==> images/layer_met1.png <==
The bar under the picture is 50 microns long.
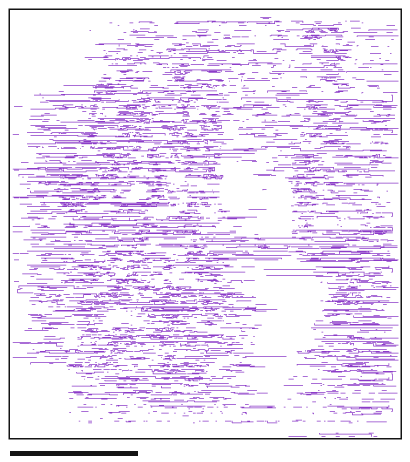
==> images/layer_met2.png <==
The bar under the picture is 50 microns long.
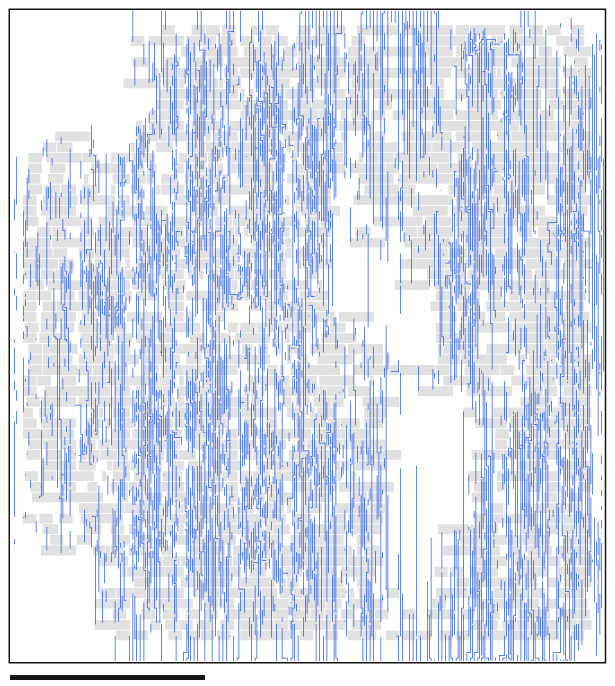
==> images/layer_met3.png <==
The bar under the picture is 50 microns long.
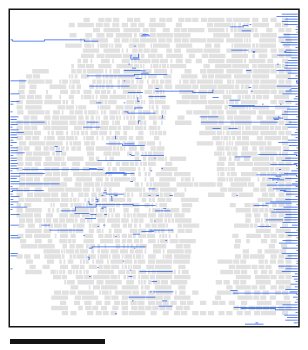
==> images/layer_met4.png <==
The bar under the picture is 50 microns long.
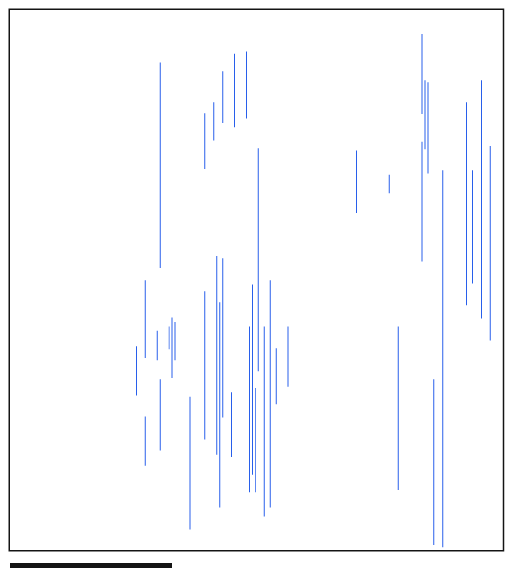
==> images/congestion.png <==
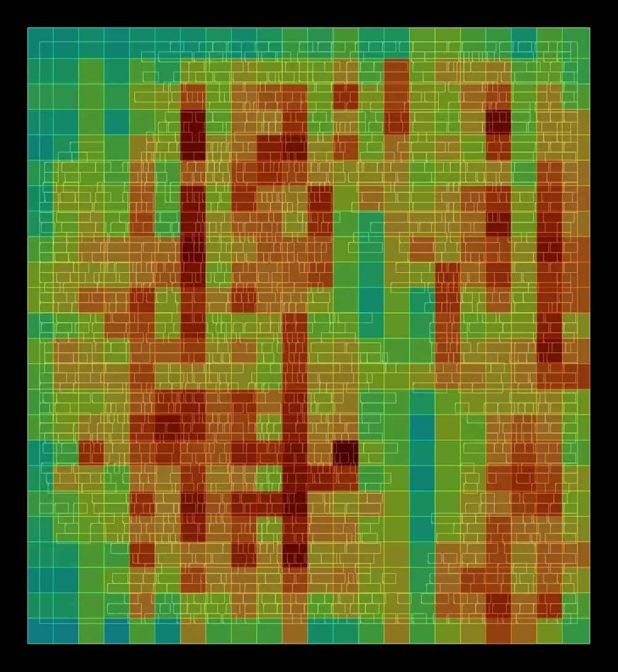
===== src/rtl/sprite_pkg.sv =====
// +-----------------------------------------------------------------------------+
// | sprite_pkg : shared types, palette and helpers for the sprite compositor     |
// | Revision   : 1.0  initial release                                           |
// +-----------------------------------------------------------------------------+
`default_nettype none

package sprite_pkg;

    typedef struct packed {
        logic [7:0] r;
        logic [7:0] g;
        logic [7:0] b;
    } rgb_t;

    // Entry 0 is never displayed: palette index 0 means transparent.
    localparam rgb_t PALETTE [16] = '{
        24'h000000, 24'hFF0000, 24'h00FF00, 24'h0000FF,
        24'hFFFF00, 24'hFF00FF, 24'h00FFFF, 24'h808080,
        24'h800000, 24'h008000, 24'h000080, 24'h808000,
        24'h800080, 24'h008080, 24'hC0C0C0, 24'hFF8000
    };

    localparam rgb_t TEXT_COLOR = 24'hFFFFFF;

    function automatic int clog2(input int value);
        int res;
        res = 0;
        while ((1 << res) < value) begin
            res = res + 1;
        end
        return res;
    endfunction

endpackage

`default_nettype wire


===== src/rtl/sprite_hit.sv =====
// +-----------------------------------------------------------------------------+
// | sprite_hit : single-channel bounding-box test returning hit, row and column  |
// | Revision   : 1.0  initial release                                           |
// +-----------------------------------------------------------------------------+
`default_nettype none

module sprite_hit
    import sprite_pkg::*;
#(
    parameter int SPR_W = 32,
    parameter int SPR_H = 32,
    parameter int COL_W = clog2(SPR_W),
    parameter int ROW_W = clog2(SPR_H)
) (
    input  logic             en_i,
    input  logic [9:0]       draw_x_i,
    input  logic [9:0]       draw_y_i,
    input  logic [9:0]       spr_x_i,
    input  logic [9:0]       spr_y_i,
    output logic             hit_o,
    output logic [ROW_W-1:0] row_o,
    output logic [COL_W-1:0] col_o
);

    logic [10:0] x_end_w;
    logic [10:0] y_end_w;

    // 11-bit ends so a sprite near the right/bottom edge never wraps to 0.
    assign x_end_w = {1'b0, spr_x_i} + 11'(SPR_W);
    assign y_end_w = {1'b0, spr_y_i} + 11'(SPR_H);

    assign hit_o = en_i
                 & (draw_x_i >= spr_x_i) & ({1'b0, draw_x_i} < x_end_w)
                 & (draw_y_i >= spr_y_i) & ({1'b0, draw_y_i} < y_end_w);

    assign col_o = COL_W'(draw_x_i - spr_x_i);
    assign row_o = ROW_W'(draw_y_i - spr_y_i);

endmodule

`default_nettype wire


===== src/rtl/sprite_compositor.sv =====
// +-----------------------------------------------------------------------------+
// | sprite_compositor : 3-stage multi-sprite compositor over background + text   |
// | Optional macro SPRITE_COLLISION_EN adds per-frame bounding-box collisions.   |
// | Revision          : 1.0  initial release                                     |
// +-----------------------------------------------------------------------------+
`default_nettype none

module sprite_compositor
    import sprite_pkg::*;
#(
    parameter int NUM_SPRITES = 4,
    parameter int SPR_W       = 32,
    parameter int SPR_H       = 32,
    parameter int TILE_W      = 3,
    parameter int ROM_AW      = 8
) (
    input  logic                          Clk,
    input  logic                          Reset_n,
    input  logic                          frame_start,
    input  logic                          pixel_valid,
    input  logic [9:0]                    DrawX,
    input  logic [9:0]                    DrawY,
    input  logic [10*NUM_SPRITES-1:0]     spr_x,
    input  logic [10*NUM_SPRITES-1:0]     spr_y,
    input  logic [NUM_SPRITES-1:0]        spr_en,
    input  logic [TILE_W*NUM_SPRITES-1:0] spr_tile,
    input  logic [7:0]                    bg_r,
    input  logic [7:0]                    bg_g,
    input  logic [7:0]                    bg_b,
    input  logic                          text_on,
    output logic [ROM_AW-1:0]             rom_addr,
    input  logic [4*SPR_W-1:0]            rom_data,
    output logic [7:0]                    VGA_R,
    output logic [7:0]                    VGA_G,
    output logic [7:0]                    VGA_B,
    output logic                          out_valid
`ifdef SPRITE_COLLISION_EN
    ,
    output logic [NUM_SPRITES-1:0]        collision
`endif
);

    localparam int COL_W = clog2(SPR_W);
    localparam int ROW_W = clog2(SPR_H);

    // Per-frame shadow copies of the sprite attributes.
    logic [10*NUM_SPRITES-1:0]     spr_x_q;
    logic [10*NUM_SPRITES-1:0]     spr_y_q;
    logic [NUM_SPRITES-1:0]        spr_en_q;
    logic [TILE_W*NUM_SPRITES-1:0] spr_tile_q;

    always_ff @(posedge Clk or negedge Reset_n) begin
        if (!Reset_n) begin
            spr_x_q    <= '0;
            spr_y_q    <= '0;
            spr_en_q   <= '0;
            spr_tile_q <= '0;
        end else if (frame_start) begin
            spr_x_q    <= spr_x;
            spr_y_q    <= spr_y;
            spr_en_q   <= spr_en;
            spr_tile_q <= spr_tile;
        end
    end

    logic [NUM_SPRITES-1:0] hit_w;
    logic [ROW_W-1:0]       row_w [NUM_SPRITES];
    logic [COL_W-1:0]       col_w [NUM_SPRITES];

    for (genvar i = 0; i < NUM_SPRITES; i++) begin : g_hit
        sprite_hit #(
            .SPR_W (SPR_W),
            .SPR_H (SPR_H),
            .COL_W (COL_W),
            .ROW_W (ROW_W)
        ) u_hit (
            .en_i     (spr_en_q[i]),
            .draw_x_i (DrawX),
            .draw_y_i (DrawY),
            .spr_x_i  (spr_x_q[10*i +: 10]),
            .spr_y_i  (spr_y_q[10*i +: 10]),
            .hit_o    (hit_w[i]),
            .row_o    (row_w[i]),
            .col_o    (col_w[i])
        );
    end

    logic [ROM_AW-1:0] rom_addr_d;
    logic [COL_W-1:0]  col_d;

    // Walk from lowest priority upward so channel 0 is the final winner.
    always_comb begin
        rom_addr_d = '0;
        col_d      = '0;
        for (int i = NUM_SPRITES - 1; i >= 0; i--) begin
            if (hit_w[i]) begin
                rom_addr_d = ROM_AW'(spr_tile_q[TILE_W*i +: TILE_W]) * ROM_AW'(SPR_H)
                           + ROM_AW'(row_w[i]);
                col_d      = col_w[i];
            end
        end
    end

    logic [ROM_AW-1:0] rom_addr_q;
    logic [COL_W-1:0]  col1_q, col2_q;
    logic              hit1_q, hit2_q;
    rgb_t              bg1_q, bg2_q;
    logic              text1_q, text2_q;
    logic              valid1_q, valid2_q;
    rgb_t              pix_d, pix_q;
    logic              out_valid_q;
    logic [3:0]        idx_w;

    assign idx_w = rom_data[4*col2_q +: 4];

    // Transparent winner pixels fall through to background, never to lower sprites.
    always_comb begin
        pix_d = '0;
        if (valid2_q) begin
            if (text2_q) begin
                pix_d = TEXT_COLOR;
            end else if (hit2_q && (idx_w != 4'd0)) begin
                pix_d = PALETTE[idx_w];
            end else begin
                pix_d = bg2_q;
            end
        end
    end

    always_ff @(posedge Clk or negedge Reset_n) begin
        if (!Reset_n) begin
            rom_addr_q  <= '0;
            col1_q      <= '0;
            hit1_q      <= 1'b0;
            bg1_q       <= '0;
            text1_q     <= 1'b0;
            valid1_q    <= 1'b0;
            col2_q      <= '0;
            hit2_q      <= 1'b0;
            bg2_q       <= '0;
            text2_q     <= 1'b0;
            valid2_q    <= 1'b0;
            pix_q       <= '0;
            out_valid_q <= 1'b0;
        end else begin
            rom_addr_q  <= rom_addr_d;
            col1_q      <= col_d;
            hit1_q      <= |hit_w;
            bg1_q       <= {bg_r, bg_g, bg_b};
            text1_q     <= text_on;
            valid1_q    <= pixel_valid;
            col2_q      <= col1_q;
            hit2_q      <= hit1_q;
            bg2_q       <= bg1_q;
            text2_q     <= text1_q;
            valid2_q    <= valid1_q;
            pix_q       <= pix_d;
            out_valid_q <= valid2_q;
        end
    end

    assign rom_addr  = rom_addr_q;
    assign VGA_R     = pix_q.r;
    assign VGA_G     = pix_q.g;
    assign VGA_B     = pix_q.b;
    assign out_valid = out_valid_q;

`ifdef SPRITE_COLLISION_EN
    logic [NUM_SPRITES-1:0] coll_add_w;
    logic [NUM_SPRITES-1:0] coll_acc_q;
    logic [NUM_SPRITES-1:0] collision_q;

    // Two or more bits set <=> clearing the lowest set bit leaves something.
    assign coll_add_w = (pixel_valid && ((hit_w & (hit_w - NUM_SPRITES'(1))) != '0))
                      ? hit_w : '0;

    always_ff @(posedge Clk or negedge Reset_n) begin
        if (!Reset_n) begin
            coll_acc_q  <= '0;
            collision_q <= '0;
        end else if (frame_start) begin
            collision_q <= coll_acc_q;
            coll_acc_q  <= coll_add_w;
        end else begin
            coll_acc_q  <= coll_acc_q | coll_add_w;
        end
    end

    assign collision = collision_q;
`endif

endmodule

`default_nettype wire


===== config.mk =====
export PLATFORM = sky130hd
export DESIGN_NAME = sprite_compositor
export DESIGN_NICKNAME = d
export VERILOG_FILES = /design/src/rtl/sprite_pkg.sv /design/src/rtl/sprite_hit.sv /design/src/rtl/sprite_compositor.sv
export SDC_FILE = /design/constraint.sdc
export NUM_CORES = 1
export LEC_CHECK = 0
export CAP_MARGIN = 15
export CORE_ASPECT_RATIO = 1.1
export CORE_MARGIN = 3
export CORE_UTILIZATION = 51
export CTS_BUF_LIST = sky130_fd_sc_hd__clkbuf_8
export DETAILED_ROUTE_END_ITERATION = 8
export PLACE_DENSITY = 0.9
export SYNTH_ARGS = -nofsm -noshare
export SYNTH_HDL_FRONTEND = slang
export SYNTH_HIERARCHICAL = 1
export SYNTH_SLANG_ARGS = --single-unit

===== constraint.sdc =====
create_clock -name Clk -period 3.9 [get_ports Clk]
set_input_delay 0.78 -clock Clk [delete_from_list [all_inputs] [get_ports Clk]]
set_output_delay 0.78 -clock Clk [all_outputs]
set_load 0.01 [all_outputs]

==> flow_metrics.env <==
# physical design summary
export IMPL_overflow=0
export IMPL_xor_area_frac=0.0321
export IMPL_first_global_vias=10500
export IMPL_grt_usage=0.268
export IMPL_fin_crit_sh=0.872
export IMPL_critical_path_slowest_cell="clkdlybuf4s50_1"
export IMPL_outcome="finished, final reports clean"
export IMPL_dieArea_sq_mm=0.0255
export IMPL_grt_max_degree=80
export IMPL_syn_avg_cell_area_sq_um=11.2
export IMPL_hpwlAfterDp_microns=27600
export IMPL_edf_count=0
export IMPL_hp_class="in -> async"
export IMPL_ys_sh_mux=0.161
export IMPL_top_cell="dfrtp_1"
export IMPL_clock_fmax_ghz=0.294
export IMPL_simple_gate_area_frac=0.0811
export IMPL_dp_cells=1674
export IMPL_crit_fanout=10
export IMPL_syn_to_final_growth_pct=33.2
export IMPL_ys_warn_count=6
export IMPL_reg2reg_depth=11
export IMPL_slew_headroom=0.426
export IMPL_postSynthSeqShare=0.402
export IMPL_synth_distinct_cells=63
export IMPL_ys_seq_elements=193
export IMPL_finalHoldViolations=0
Notes on layer_met1.png above:
The layer carries 13000 microns of wire. 1641 nets have wire on it. The layer holds 38% of the routed length. The longest straight run is 40.9 microns.

Notes on layer_met2.png above:
The wires run mostly vertical. The longest straight run is 78.5 microns. The layer carries 18000 microns of wire. 1627 nets have wire on it.

Notes on layer_met3.png above:
The longest straight run is 42.3 microns. The wires run mostly horizontal. 254 nets have wire on it.

Notes on layer_met4.png above:
The layer holds 4.4% of the routed length. The layer carries 1510 microns of wire. The wires run mostly vertical. The longest straight run is 116 microns. 38 nets have wire on it.

Notes on congestion.png above:
GR Util met1: 0.303
GRT busiest layer: met2
DR WL/cell: 20.1 microns
met2 GRT Util: 0.489

[area by class of cell]
class,count,area share
Multi-Input combinational cell,725,0.411
Antenna cell,3,0.000469
Clock buffer,17,0.0146
Timing Repair Buffer,333,0.205
Sequential cell,193,0.302
Tap cell,300,0.0234
Inverter,123,0.0288
Clock inverter,15,0.0141
[sequential cells by signal (all words and copies together) (netlist names), 8 cells and up]
register    cells
spr_x_q        40
spr_y_q        40
bg1_q          24
bg2_q          24
spr_tile_q     12
VGA_B           8
VGA_G           8
VGA_R           8
rom_addr        8
[power breakdown]
| part | switching, mW | total [mW] | leakage [nW] | internal (mW) |
|---|---|---|---|---|
| Clock | 0.913 | 1.45 | 0.227 | 0.538 |
| Sequential | 0.173 | 2.36 | 2.31 | 2.19 |
| Combinational | 1.01 | 2.13 | 4.57 | 1.11 |
| Total | 2.10 | 5.94 | 7.11 | 3.84 |
[path summary, 6_finish.rpt]
path | start | slack (ns) | endpoint
worst min register to register | bg1_q[3] | 0.34 | bg2_q[3]
worst min-delay path | Reset_n | 0.27 | VGA_B[0]
worst max register to register | col2_q[0] | 0.52 | VGA_G[2]
max in group asynchronous | Reset_n | 2.74 | spr_x_q[11]
worst max-delay path | DrawY[0] | 0.50 | col1_q[2]
min in group Clk | bg1_q[3] | 0.34 | bg2_q[3]
[cells in the final DEF, fill, tap and decap left out, drive strengths merged, types with 22 or more instances in the layout]
cell / instances
nor2: 39
o21ai: 31
xnor2: 34
nand2: 48
inv: 133
a21oi: 60
mux4: 34
mux2: 97
dfrtp: 193
buf: 29
o22ai: 22
ha: 135
nand3: 32
clkdlybuf4s50: 303
[layer usage]
metal | share of wire | wire length [microns]
met1 | 0.38 | 13000
met2 | 0.52 | 18000
met3 | 0.054 | 1850
met4 | 0.044 | 1510
met5 | 0.00020 | 7
Power and IR drop assume default switching activity.
